## src/rtl/pic_pkg.sv

```systemverilog
// Shared encodings for the pic_control_n control block: init/ack FSM states,
// OCW2 command codes and a compile-time log2 helper.
package pic_pkg;

  typedef enum logic [1:0] {
    CMD_READY = 2'd0,
    CMD_ICW2  = 2'd1,
    CMD_ICW3  = 2'd2,
    CMD_ICW4  = 2'd3
  } cmd_state_t;

  typedef enum logic [1:0] {
    ACK_IDLE = 2'd0,
    ACK_1    = 2'd1,
    ACK_2    = 2'd2
  } ack_state_t;

  typedef enum logic [2:0] {
    OCW2_ROT_CLR    = 3'b000,
    OCW2_NS_EOI     = 3'b001,
    OCW2_NOP        = 3'b010,
    OCW2_SP_EOI     = 3'b011,
    OCW2_ROT_SET    = 3'b100,
    OCW2_ROT_NS_EOI = 3'b101,
    OCW2_SET_PRI    = 3'b110,
    OCW2_ROT_SP_EOI = 3'b111
  } ocw2_cmd_t;

  // Ceiling log2, usable in constant expressions.
  function automatic int log2(input int value);
    int r;
    r = 0;
    for (int i = 0; i < 31; i++) begin
      if ((1 << i) < value) r = i + 1;
    end
    return r;
  endfunction

endpackage

```

## src/rtl/pic_priority_resolver.sv

```systemverilog
// Rotating find-first: returns the set bit of vec_i nearest above lowest_i,
// wrapping, i.e. level (lowest+1) mod NUM_IRQ has the highest priority.
module pic_priority_resolver
  import pic_pkg::*;
#(
  parameter  int NUM_IRQ = 8,
  localparam int ID_W    = log2(NUM_IRQ)
) (
  input  logic [NUM_IRQ-1:0] vec_i,
  input  logic [ID_W-1:0]    lowest_i,
  output logic [ID_W-1:0]    id_o,
  output logic               found_o
);

  logic [ID_W-1:0] idx;

  // NOTE: every variable gets a default before the loop so no latch is inferred.
  always_comb begin
    id_o    = '0;
    found_o = 1'b0;
    idx     = '0;
    // Scan from lowest priority to highest so the last hit is the winner.
    for (int i = NUM_IRQ - 1; i >= 0; i--) begin
      idx = lowest_i + ID_W'(i + 1);
      if (vec_i[idx]) begin
        id_o    = idx;
        found_o = 1'b1;
      end
    end
  end

endmodule

```

## src/rtl/pic_control_n.sv

```systemverilog
// 8259-style control logic: ICW init sequence, OCW decode, ISR, rotating
// priority and the two-pulse INTA sequence for NUM_IRQ request lines.
module pic_control_n
  import pic_pkg::*;
#(
  parameter int NUM_IRQ = 8
) (
  input  logic               clk,
  input  logic               reset,
  input  logic [7:0]         internal_data_bus,
  input  logic               write_ICW1,
  input  logic               write_ICW2_4,
  input  logic               write_OCW1,
  input  logic               write_OCW2,
  input  logic               write_OCW3,
  input  logic               int_ack,
  input  logic [NUM_IRQ-1:0] irr,
  output logic               INT,
  output logic [7:0]         vector_out,
  output logic               vector_valid,
  output logic [NUM_IRQ-1:0] clear_IRR,
  output logic [NUM_IRQ-1:0] isr,
  output logic [NUM_IRQ-1:0] int_mask,
  output logic               level_edge_triggered,
  output logic               read_reg_isr_or_irr,
  output logic [7:0]         cascade_config,
  output logic               init_done
);

  localparam int ID_W = log2(NUM_IRQ);

  cmd_state_t         cmd_q;
  ack_state_t         ack_q;
  logic               ltim_q, sngl_q, ic4_q, aeoi_q;
  logic               rotate_q, rotate_d;
  logic [7-ID_W:0]    base_q;
  logic [ID_W-1:0]    lowest_q, lowest_d, ack_id_q;
  logic               spurious_q;
  logic [NUM_IRQ-1:0] isr_q, isr_d, mask_q, clear_q;
  logic               int_q, vvalid_q, rd_isr_q, init_done_q;
  logic [7:0]         vector_q, cascade_q;

  logic [ID_W-1:0]    cand_id, isr_hi_id, ocw2_lvl;
  logic               cand_found, isr_found, cand_above, int_next;
  logic               ack_first, ack_second, ocw2_ok;
  logic [NUM_IRQ-1:0] cand_onehot, isr_clr;
  ocw2_cmd_t          ocw2_cmd;

  pic_priority_resolver #(.NUM_IRQ(NUM_IRQ)) u_irr_res (
    .vec_i    (irr & ~mask_q),
    .lowest_i (lowest_q),
    .id_o     (cand_id),
    .found_o  (cand_found)
  );

  pic_priority_resolver #(.NUM_IRQ(NUM_IRQ)) u_isr_res (
    .vec_i    (isr_q),
    .lowest_i (lowest_q),
    .id_o     (isr_hi_id),
    .found_o  (isr_found)
  );

  // Rank 0 is the highest priority under the current rotation.
  function automatic logic [ID_W-1:0] rank(input logic [ID_W-1:0] id,
                                           input logic [ID_W-1:0] lowest);
    return id - lowest - ID_W'(1);
  endfunction

  assign ack_first  = int_ack && init_done_q && (ack_q == ACK_IDLE);
  assign ack_second = int_ack && init_done_q && (ack_q == ACK_1);
  assign ocw2_ok    = write_OCW2 && init_done_q;
  assign ocw2_cmd   = ocw2_cmd_t'(internal_data_bus[7:5]);
  assign ocw2_lvl   = internal_data_bus[ID_W-1:0];

  assign cand_above = cand_found &&
                      (!isr_found || (rank(cand_id, lowest_q) < rank(isr_hi_id, lowest_q)));
  assign int_next   = init_done_q && cand_above &&
                      (((ack_q == ACK_IDLE) && !ack_first) || (ack_q == ACK_2));

  always_comb begin
    cand_onehot          = '0;
    cand_onehot[cand_id] = cand_found;
    isr_clr              = '0;
    lowest_d             = lowest_q;
    rotate_d             = rotate_q;
    if (ack_second && aeoi_q && !spurious_q) begin
      isr_clr[ack_id_q] = 1'b1;
      if (rotate_q) lowest_d = ack_id_q;
    end
    // OCW2 rotation is applied last so it overrides the auto-EOI rotate.
    if (ocw2_ok) begin
      unique case (ocw2_cmd)
        OCW2_NS_EOI:     if (isr_found) isr_clr[isr_hi_id] = 1'b1;
        OCW2_SP_EOI:     isr_clr[ocw2_lvl] = 1'b1;
        OCW2_ROT_NS_EOI: if (isr_found) begin
                           isr_clr[isr_hi_id] = 1'b1;
                           lowest_d           = isr_hi_id;
                         end
        OCW2_ROT_SP_EOI: begin
                           isr_clr[ocw2_lvl] = 1'b1;
                           lowest_d          = ocw2_lvl;
                         end
        OCW2_ROT_SET:    rotate_d = 1'b1;
        OCW2_ROT_CLR:    rotate_d = 1'b0;
        OCW2_SET_PRI:    lowest_d = ocw2_lvl;
        OCW2_NOP:        ;
      endcase
    end
    isr_d = (isr_q & ~isr_clr) | (ack_first ? cand_onehot : '0);
  end

  // NOTE: sequential state uses non-blocking assignments only, so every
  // register samples pre-edge values regardless of statement order.
  always_ff @(posedge clk) begin
    if (reset) begin
      cmd_q       <= CMD_READY;
      ack_q       <= ACK_IDLE;
      ltim_q      <= 1'b0;
      sngl_q      <= 1'b0;
      ic4_q       <= 1'b0;
      aeoi_q      <= 1'b0;
      rotate_q    <= 1'b0;
      base_q      <= '0;
      lowest_q    <= ID_W'(NUM_IRQ - 1);
      ack_id_q    <= '0;
      spurious_q  <= 1'b0;
      isr_q       <= '0;
      mask_q      <= '1;
      clear_q     <= '0;
      int_q       <= 1'b0;
      vvalid_q    <= 1'b0;
      vector_q    <= '0;
      cascade_q   <= '0;
      rd_isr_q    <= 1'b0;
      init_done_q <= 1'b0;
    end else begin
      clear_q  <= '0;
      vvalid_q <= 1'b0;
      if (write_ICW1) begin
        cmd_q       <= CMD_ICW2;
        ltim_q      <= internal_data_bus[3];
        sngl_q      <= internal_data_bus[1];
        ic4_q       <= internal_data_bus[0];
        isr_q       <= '0;
        cascade_q   <= '0;
        aeoi_q      <= 1'b0;
        rotate_q    <= 1'b0;
        mask_q      <= '1;
        lowest_q    <= ID_W'(NUM_IRQ - 1);
        rd_isr_q    <= 1'b0;
        ack_q       <= ACK_IDLE;
        int_q       <= 1'b0;
        init_done_q <= 1'b0;
      end else begin
        isr_q    <= isr_d;
        lowest_q <= lowest_d;
        rotate_q <= rotate_d;
        int_q    <= int_next;

        if (write_ICW2_4) begin
          unique case (cmd_q)
            CMD_ICW2: begin
              base_q <= internal_data_bus[7:ID_W];
              if (!sngl_q)    cmd_q <= CMD_ICW3;
              else if (ic4_q) cmd_q <= CMD_ICW4;
              else begin
                cmd_q       <= CMD_READY;
                init_done_q <= 1'b1;
              end
            end
            CMD_ICW3: begin
              cascade_q <= internal_data_bus;
              if (ic4_q) cmd_q <= CMD_ICW4;
              else begin
                cmd_q       <= CMD_READY;
                init_done_q <= 1'b1;
              end
            end
            CMD_ICW4: begin
              aeoi_q      <= internal_data_bus[1];
              cmd_q       <= CMD_READY;
              init_done_q <= 1'b1;
            end
            CMD_READY: ;
          endcase
        end

        if (write_OCW1 && init_done_q) mask_q <= NUM_IRQ'(internal_data_bus);
        if (write_OCW3 && init_done_q) begin
          if (internal_data_bus[1:0] == 2'b10) rd_isr_q <= 1'b0;
          if (internal_data_bus[1:0] == 2'b11) rd_isr_q <= 1'b1;
        end

        unique case (ack_q)
          ACK_IDLE: if (ack_first) begin
            ack_id_q   <= cand_found ? cand_id : ID_W'(NUM_IRQ - 1);
            spurious_q <= !cand_found;
            clear_q    <= cand_onehot;
            ack_q      <= ACK_1;
          end
          ACK_1: if (ack_second) begin
            vector_q <= {base_q, ack_id_q};
            vvalid_q <= 1'b1;
            ack_q    <= ACK_2;
          end
          ACK_2:   ack_q <= ACK_IDLE;
          default: ack_q <= ACK_IDLE;
        endcase
      end
    end
  end

  assign INT                  = int_q;
  assign vector_out           = vector_q;
  assign vector_valid         = vvalid_q;
  assign clear_IRR            = clear_q;
  assign isr                  = isr_q;
  assign int_mask             = mask_q;
  assign level_edge_triggered = ltim_q;
  assign read_reg_isr_or_irr  = rd_isr_q;
  assign cascade_config       = cascade_q;
  assign init_done            = init_done_q;

endmodule

```

## config.mk

```make
export PLATFORM = sky130hd
export DESIGN_NAME = pic_control_n
export DESIGN_NICKNAME = d
export VERILOG_FILES = /design/src/rtl/pic_pkg.sv /design/src/rtl/pic_priority_resolver.sv /design/src/rtl/pic_control_n.sv
export SDC_FILE = /design/constraint.sdc
export NUM_CORES = 1
export LEC_CHECK = 0
export ABC_AREA = 1
export CAP_MARGIN = 0
export CORE_MARGIN = 5
export CORE_UTILIZATION = 54
export CTS_CLUSTER_DIAMETER = 80
export DETAILED_ROUTE_END_ITERATION = 8
export GPL_TIMING_DRIVEN = 0
export MAX_ROUTING_LAYER = met4
export PLACE_DENSITY = 0.91
export SLEW_MARGIN = 20
export SYNTH_ARGS = -nofsm -noshare
export SYNTH_HDL_FRONTEND = slang
export SYNTH_SLANG_ARGS = --single-unit
```

## constraint.sdc

```tcl
create_clock -name clk -period 4.7 [get_ports clk]
set_input_delay 0.94 -clock clk [delete_from_list [all_inputs] [get_ports clk]]
set_output_delay 0.94 -clock clk [all_outputs]
set_load 0.05 [all_outputs]
```

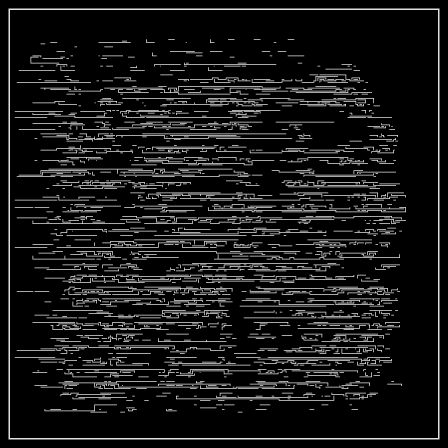
Fig. 1. Met1 routing.
- main direction: horizontal
- wire length on this layer: 5490 um
- longest straight run: 33.1 um
- share of all routed wire: 41%

==> Slide: Implementation Results <==
Flow Results at a Glance

Synthesis
  – Post-Synthesis Cells: around 680
  – EDFF count, synth: 0

GRT
  – Global Route Usage Sum: 0.285
  – GRT Residual Overflow: 0
  – Global-route wire length before repair: roughly 22000 um
  – Initial antenna violation count: 0

Pwr
  – Max VDD drop: 0.229 mV
  – Reg power frac: 0.486
  – Clock share of power: 0.444
  – Clk. pwr: about 0.5 mW

Final timing
  – Setup TNS: 0 ns
  – Fin crit share: 0.938
  – Post-layout min period: 4.41 ns

Critical path
  – Max incr delay on CP: around 0.4 ns
  – R2R Setup Slk: between 0.2 and 0.3 ns
  – CP arrival: approximately 4.7 ns
  – CP Capture Point: INT$_SDFF_PP0_
  – R2r worst-path depth: 25
  – CP Buf/Inv Count: 6

Floorplan
  – Top Ports: around 70
  – Die width: around 100 um
  – Die area: approximately 9800 um2

Finish
  – Reg area: between 1000 and 1500 um2
  – ClkCell Share: 0.0402
  – Antenna Cells: 0
  – Register share of the cell area: 0.248

Clock tree
  – Post-cts sizing count: 0
  – Clock sink count: roughly 65

Status
  – Status: completed

Detailed routing
  – Post-Route M1 WL: around 5500 um

Worst hold path
  – Worst Hold Depth: 2
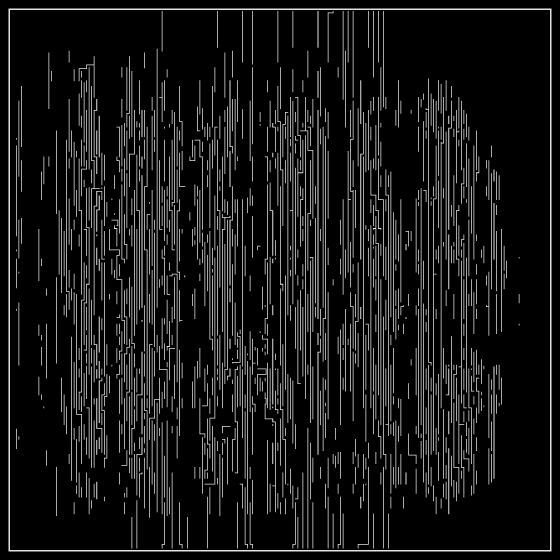
Fig. 2. Metal 2.
- wire length on this layer: 6780 um
- longest straight run: 51.8 um
- share of all routed wire: 51%

Power is estimated from default activity; no workload was simulated.
